Fig. 1: run 1, met2 routing
Scale bar: 20 microns.
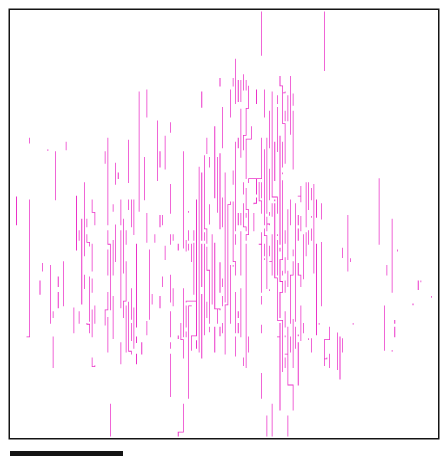
Fig. 2: run 1, nets reached from selected ports
Scale bar: 20 microns.
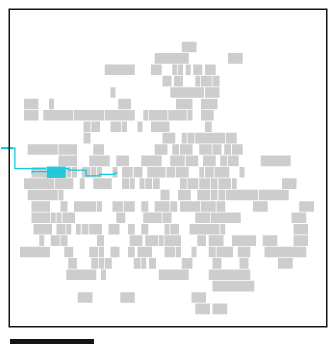
Fig. 3: run 1, cell placement
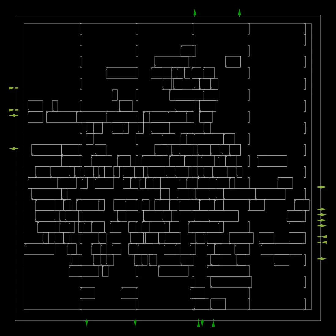
Fig. 4: run 1, sequential cells grouped by signal name
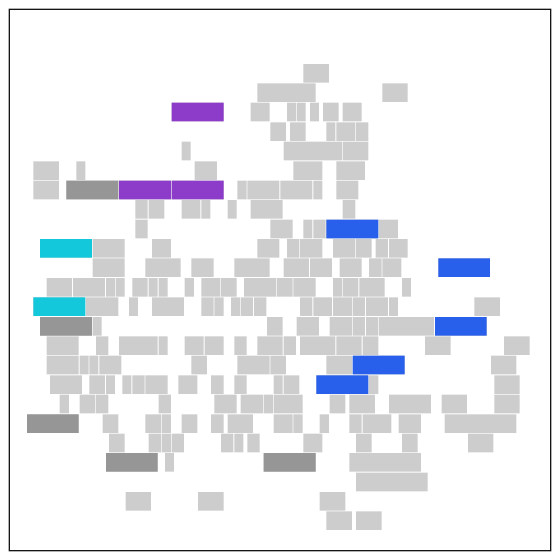
**config.mk**
```make
export PLATFORM = sky130hd
export DESIGN_NAME = lift_scheduler
export DESIGN_NICKNAME = d
export VERILOG_FILES = /design/src/rtl/lift_scheduler.sv
export SDC_FILE = /design/constraint.sdc
export NUM_CORES = 1
export LEC_CHECK = 0
export CORE_MARGIN = 2
export CORE_UTILIZATION = 30
export CTS_CLUSTER_DIAMETER = 120
export DETAILED_ROUTE_END_ITERATION = 10
export GPL_TIMING_DRIVEN = 0
export PLACE_DENSITY = 0.59
export REMOVE_ABC_BUFFERS = 1
export SETUP_SLACK_MARGIN = 0.02
export SLEW_MARGIN = 20
export SYNTH_ARGS = -nofsm -noshare
export SYNTH_HDL_FRONTEND = slang
export SYNTH_SLANG_ARGS = --single-unit
```
**constraint.sdc**
```tcl
create_clock -name clk -period 6.3 [get_ports clk]
set_input_delay 1.89 -clock clk [delete_from_list [all_inputs] [get_ports clk]]
set_output_delay 1.89 -clock clk [all_outputs]
set_load 0.005 [all_outputs]
```
**src/rtl/lift_scheduler.sv**
```systemverilog
// SCAN-ordered scheduler and motion sequencer for a single lift car.
// Collects floor calls, picks direction, times travel/door hold and drives up/down/open.
module lift_scheduler #(
    parameter int NUM_FLOORS    = 5,
    parameter int LVL_W         = 3,
    parameter int TRAVEL_CYCLES = 4,
    parameter int DOOR_CYCLES   = 2
) (
    input  logic                  clk,
    input  logic                  reset,
    input  logic                  call_valid,
    input  logic [LVL_W-1:0]      call_lvl,
    output logic                  up,
    output logic                  down,
    output logic                  open,
    output logic [LVL_W-1:0]      cur_lvl,
    output logic [NUM_FLOORS-1:0] pending,
    output logic                  arrive,
    output logic                  call_err
);

    localparam int TMR_MAX = (TRAVEL_CYCLES > DOOR_CYCLES) ? TRAVEL_CYCLES : DOOR_CYCLES;
    localparam int TMR_W   = (TMR_MAX > 1) ? $clog2(TMR_MAX) : 1;
    localparam logic [TMR_W-1:0] TRAVEL_LAST = TMR_W'(TRAVEL_CYCLES - 1);
    localparam logic [TMR_W-1:0] DOOR_LAST   = TMR_W'(DOOR_CYCLES - 1);

    typedef enum logic [1:0] {
        IDLE      = 2'd0,
        MOVE_UP   = 2'd1,
        MOVE_DOWN = 2'd2,
        OPEN      = 2'd3
    } state_t;

    state_t                  state_q, state_d;
    logic [LVL_W-1:0]        cur_lvl_q, cur_lvl_d;
    logic [NUM_FLOORS-1:0]   pending_q, pending_d;
    logic                    dir_q, dir_d;
    logic [TMR_W-1:0]        tmr_q, tmr_d;
    logic                    arrive_q, arrive_d;
    logic                    call_err_q, call_err_d;

    logic                    call_in_range;
    logic                    call_absorb;
    logic                    step;
    logic [LVL_W-1:0]        next_lvl;
    logic [NUM_FLOORS-1:0]   set_mask;
    logic [NUM_FLOORS-1:0]   clear_mask;
    logic [NUM_FLOORS-1:0]   seen_mask;

    function automatic logic [NUM_FLOORS-1:0] onehot_mask(input logic [LVL_W-1:0] lvl);
        logic [NUM_FLOORS-1:0] m;
        m = '0;
        for (int unsigned i = 0; i < NUM_FLOORS; i++) m[i] = (i == 32'(lvl));
        return m;
    endfunction

    function automatic logic [NUM_FLOORS-1:0] above_mask(input logic [LVL_W-1:0] lvl);
        logic [NUM_FLOORS-1:0] m;
        m = '0;
        for (int unsigned i = 0; i < NUM_FLOORS; i++) m[i] = (i > 32'(lvl));
        return m;
    endfunction

    function automatic logic [NUM_FLOORS-1:0] below_mask(input logic [LVL_W-1:0] lvl);
        logic [NUM_FLOORS-1:0] m;
        m = '0;
        for (int unsigned i = 0; i < NUM_FLOORS; i++) m[i] = (i < 32'(lvl));
        return m;
    endfunction

    always_comb begin
        call_in_range = call_valid && (32'(call_lvl) < NUM_FLOORS);
        call_absorb   = call_in_range && (state_q == OPEN) && (call_lvl == cur_lvl_q);
        set_mask      = (call_in_range && !call_absorb) ? onehot_mask(call_lvl) : '0;
        // A call landing on the arrival edge counts as a request for that floor.
        seen_mask     = pending_q | set_mask;
        next_lvl      = (state_q == MOVE_DOWN) ? cur_lvl_q - LVL_W'(1) : cur_lvl_q + LVL_W'(1);
        step          = ((state_q == MOVE_UP) || (state_q == MOVE_DOWN)) && (tmr_q == TRAVEL_LAST);

        state_d    = state_q;
        cur_lvl_d  = cur_lvl_q;
        dir_d      = dir_q;
        tmr_d      = tmr_q;
        clear_mask = '0;
        arrive_d   = step;
        call_err_d = call_valid && !call_in_range;

        case (state_q)
            IDLE: begin
                tmr_d = '0;
                if (|(pending_q & onehot_mask(cur_lvl_q))) begin
                    state_d    = OPEN;
                    clear_mask = onehot_mask(cur_lvl_q);
                end else if (|(pending_q & above_mask(cur_lvl_q)) &&
                             (dir_q || !(|(pending_q & below_mask(cur_lvl_q))))) begin
                    state_d = MOVE_UP;
                    dir_d   = 1'b1;
                end else if (|(pending_q & below_mask(cur_lvl_q))) begin
                    state_d = MOVE_DOWN;
                    dir_d   = 1'b0;
                end
            end
            MOVE_UP, MOVE_DOWN: begin
                if (step) begin
                    cur_lvl_d = next_lvl;
                    tmr_d     = '0;
                    if (|(seen_mask & onehot_mask(next_lvl))) begin
                        state_d    = OPEN;
                        clear_mask = onehot_mask(next_lvl);
                    end else if ((state_q == MOVE_UP)   && |(seen_mask & above_mask(next_lvl))) begin
                        state_d = MOVE_UP;
                    end else if ((state_q == MOVE_DOWN) && |(seen_mask & below_mask(next_lvl))) begin
                        state_d = MOVE_DOWN;
                    end else begin
                        state_d = IDLE;
                    end
                end else begin
                    tmr_d = tmr_q + TMR_W'(1);
                end
            end
            OPEN: begin
                if (call_absorb) begin
                    tmr_d = '0;
                end else if (tmr_q == DOOR_LAST) begin
                    state_d = IDLE;
                    tmr_d   = '0;
                end else begin
                    tmr_d = tmr_q + TMR_W'(1);
                end
            end
            default: begin
                state_d = IDLE;
                tmr_d   = '0;
            end
        endcase

        pending_d = (pending_q | set_mask) & ~clear_mask;
    end

    always_ff @(posedge clk) begin
        if (reset) begin
            state_q    <= IDLE;
            cur_lvl_q  <= '0;
            pending_q  <= '0;
            dir_q      <= 1'b1;
            tmr_q      <= '0;
            arrive_q   <= 1'b0;
            call_err_q <= 1'b0;
        end else begin
            state_q    <= state_d;
            cur_lvl_q  <= cur_lvl_d;
            pending_q  <= pending_d;
            dir_q      <= dir_d;
            tmr_q      <= tmr_d;
            arrive_q   <= arrive_d;
            call_err_q <= call_err_d;
        end
    end

    always_ff @(posedge clk) begin
        if (!reset) begin
            assert (!(step && (state_q == MOVE_UP) && (32'(cur_lvl_q) >= NUM_FLOORS - 1)));
            assert (!(step && (state_q == MOVE_DOWN) && (cur_lvl_q == '0)));
        end
    end

    assign up       = (state_q == MOVE_UP);
    assign down     = (state_q == MOVE_DOWN);
    assign open     = (state_q == OPEN);
    assign cur_lvl  = cur_lvl_q;
    assign pending  = pending_q;
    assign arrive   = arrive_q;
    assign call_err = call_err_q;

endmodule

```
==> impl_metrics.yaml, run 1 <==
# generated from flow reports
status:
  status: "completed"
setup_path:
  cp.required_ns: 6.47
  rr_endpoint: "pending[2]"
  crit_start: "call_lvl[1]"
  startpoint_type: "input port"
  crit_buf_inv: 1
  reg2reg_from: "cur_lvl[0]"
  crit_arrival_ns: 4.35
  reg2reg_slack_ns: 2.97
  r2r_cells: 8
  path_depth: 8
  crit_type: "input port to flip-flop"
  crit_family: "AND-OR/OR-AND gates"
  path_cells: "clkdlybuf4s50_1 > xnor2_4 > a41oi_4 > a31oi_1 > nor2_1 > a2111o_1 > and2_4 > a41oi_1"
cts:
  cts_made_buffers: 3
  ctsResizeCount: 0
  clk_latency_ns: 0.25
  h-tree-depth: 1
  clockBufferDepth: 2
  path_clk_slew_ns: 0.07
sta:
  setup_ws_ns: 2.12
  slew_viol_final: 0
  hold_viol_final: 0
  grt_setup_unrepaired: "no"
  holdWs_ns: 0.494
  min_period_ns: 4.18
  relSlewSlack: 0.456
  setup_viol: 0
grt:
  grt_pass1_wl_microns: 6210
  antenna_found_initial: 0
  grt_max_degree: 20
  grt_usage: 0.141
  grt_overflow: 0
pwr:
  p_switching_uw: 148
  comb_power_share: 0.491
  vdd_drop_max_uv: 206
  swShare: 0.395
  power.share.clock: 0.215
  power_top_consumer: "combinational cells"
  p_leak_uw: 0.000659
  cellPowerDensity_nw_per_um2: 210
  seq_power_share: 0.294
job:
  warnings: 34
final_layout:
  largestClassByArea: "combinational gates"
  clk_share: 0.0259
  nClkBuffers: 3
  drive_above_1_share: 0.104
  areaGrowthSynthToFinish_pct: 16.6
  seq_share: 0.168
  flop-count: 15
  logic_area_sq_um: 1130
  utilization: 0.357
  final_layout_top_logic_cell: "clkdlybuf4s50_1"
  final_cell_area_sq_um: 1790
  comb_cells: 146
  regArea_sq_um: 300
synthesis:
  ys_cells: 181
  synth.distinct_cells: 62
  flop_cell: "dfxtp_1"
  synth_top_cell_by_count: "nor2_1"
  ys_seq_frac: 0.196
  async_flop_share: 0
  synth_warnings: 0
  synth_cells: 181
place:
  hpwlAfterDp_microns: 2840
  place_area_sq_um: 1740
  place_inst: 259
floorplan:
  core-area_sq_um: 5010
  die-area_sq_um: 5700
  die_h_microns: 75.5
  fp_util: 0.306
  die_w_microns: 75.5
detailed_routing:
  via_per_inst: 5.39
min_path:
  min_path_cells: 1
  whs_endpoint: "tmr_q[0]"
  hp-class: "flip-flop to flip-flop"
Back to the opening pictures, Fig. 1:
share of all routed wire	44%
main direction	vertical
DR vias: 1417
met2 Use GR: 0.224
WL final: 3740 microns

Back to the opening pictures, Fig. 2:
port	colour	bits	direction	edge	end cells	buffers	wire
`up`	cyan	1	output	left	1	1	36.0 microns
num ports: 19
IO buf count: 18

Back to the opening pictures, Fig. 3:
final non-filler cell total: 263
n_taps: 70
FP Rows: 26
Fillers: 547

Back to the opening pictures, Fig. 4:
name in the netlist	colour	sequential cells
`state_q`	cyan	2
`pending`	blue	5
`cur_lvl`	purple	3
not coloured	5

[run 1: layer usage]
metal / routed length [microns] / part of all wire / track usage
met1: 1780 / 0.48 / 0.196
met2: 1640 / 0.44 / 0.224
met3: 263 / 0.070 / 0.0304
met4: 49 / 0.013 / 0.0331
met5: 0 / 0 / 0
[run 1: cells by family (layout without fill, tap and decap cells)]
group,Yosys count,count (layout),synth area share
multiplexers,2,2,0.0294
AND-OR/OR-AND,62,62,0.326
buffers and inverters,20,32,0.0637
AND/OR/NAND/NOR,62,62,0.212
flip-flops,15,15,0.196
XOR/XNOR,8,8,0.0751
adder cells (fa/ha/maj),12,12,0.0980
[run 1: state kept, by name, summed over array words and instances (netlist names)]
name and flops:
state_q 2, call_err 1, dir_q 1, pending 5, tmr_q 2, cur_lvl 3, arrive 1
Fig. 5: run 1, metal layers overlaid
Only two layers are drawn.
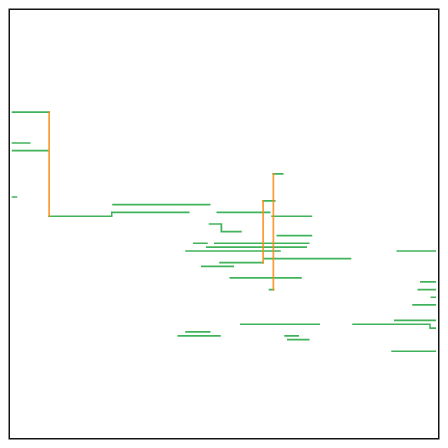

==> run 2, diff against run 1 <==
PLACE_DENSITY = 0.61   (was 0.59)
clock period = 3.4 ns   (was 6.3 ns; I/O delays follow)
Fig. 6: run 2, metal layers overlaid
Only two layers are drawn.
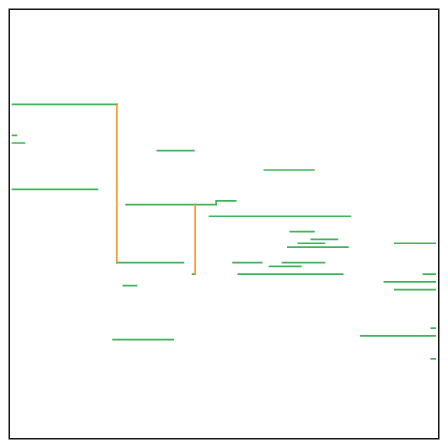
layer	colour	wire length
M3	green	221 microns
M4	orange	40.1 microns
DR WL/cell: 14.9 microns
DR vias: 1405
total track usage: 0.145
WL final: 3910 microns

Fig. 7: run 2, nets reached from selected ports
Scale bar: 20 microns.
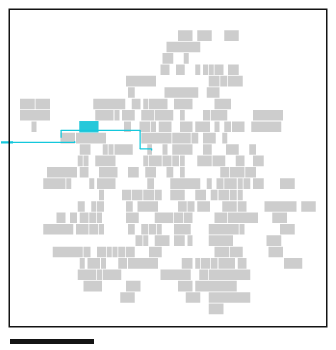
port	colour	bits	direction	edge	end cells	buffers	wire
`up`	cyan	1	output	left	1	1	43.2 microns

==> impl_metrics.yaml, run 2 <==
# generated from flow reports
setup_path:
  reg2reg_slack_ns: 0.28
  rr_endpoint: "state_q[0]"
  path_cells: "clkdlybuf4s50_1 > xnor2_2 > a41oi_4 > a31oi_4 > a211oi_1 > a2111o_1 > o211ai_2 > a311oi_2"
final_layout:
  final_layout_top_logic_cell: "clkdlybuf4s50_1"
  largest_reg_flops: 5
  final_cell_area_sq_um: 1790
  fill_cells: 542
grt:
  grtUsageMet3: 0.0317
  grt_pass1_wl_microns: 6340
  grt_overflow: 0
synthesis:
  async_flop_share: 0
  synth_top_cell_by_count: "nor2_1"
  synth_warnings: 0
  xor_area_frac: 0.0751
  flop_cell: "dfxtp_1"
  ys_seq_frac: 0.196
  mux_share: 0.0294
  synth.distinct_cells: 62
pwr:
  power_top_consumer: "combinational cells"
  comb_power_share: 0.493
  power.share.clock: 0.216
  p_switching_uw: 284
  swShare: 0.401
  seq_power_share: 0.291
  cellPowerDensity_nw_per_um2: 395
cts:
  clockBufferDepth: 2
  clk_latency_ns: 0.25
  h-tree-depth: 1
sta:
  setup_viol: 0
  slew_viol_final: 0
  hold_viol_final: 0
  grt_setup_unrepaired: "no"
job:
  warnings: 34
floorplan:
  ios: 19
  core-area_sq_um: 5010
place:
  place_inst: 259
  place_area_sq_um: 1740
status:
  status: "completed"
Fig. 8: run 2, met2 routing
Scale bar: 20 microns.
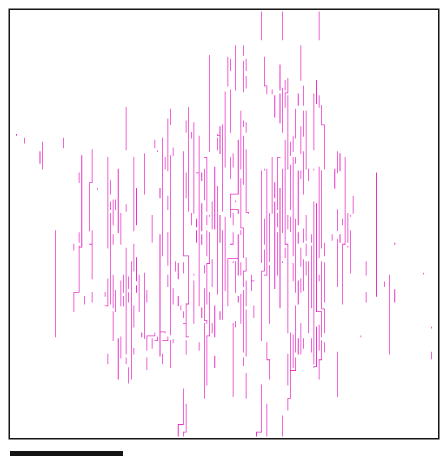
share of all routed wire	45%
main direction	vertical
wire length on this layer	1770 microns
nets with wire on the layer	170
met2 Use GR: 0.234

[run 2: cell count changes in the layout (fill, tap and decap cells not counted), sizes merged]
cell | before | now
dlymetal6s2s | 0 | 1
clkinv | 1 | 0
clkbuf | 3 | 4
clkdlybuf4s50 | 18 | 17
[run 2: worst max-delay path by stage]
stage                 from         end
2_1_floorplan   cur_lvl[0]  state_q[0]
6_report       call_lvl[0]  state_q[0]
4_1_cts         cur_lvl[0]  state_q[0]
5_1_grt        call_lvl[0]  state_q[1]
3_5_place_dp   call_lvl[1]  pending[1]
3_3_place_gp   call_lvl[1]  state_q[0]
[run 2: area by class of cell]
cell class	count	share of cell area
multi-input combinational	146	0.634
clock buffer	4	0.0252
sequential	15	0.169
tap	70	0.0490
timing repair buffer	18	0.102
inverter	10	0.0210
Power is estimated from default activity; no workload was simulated.
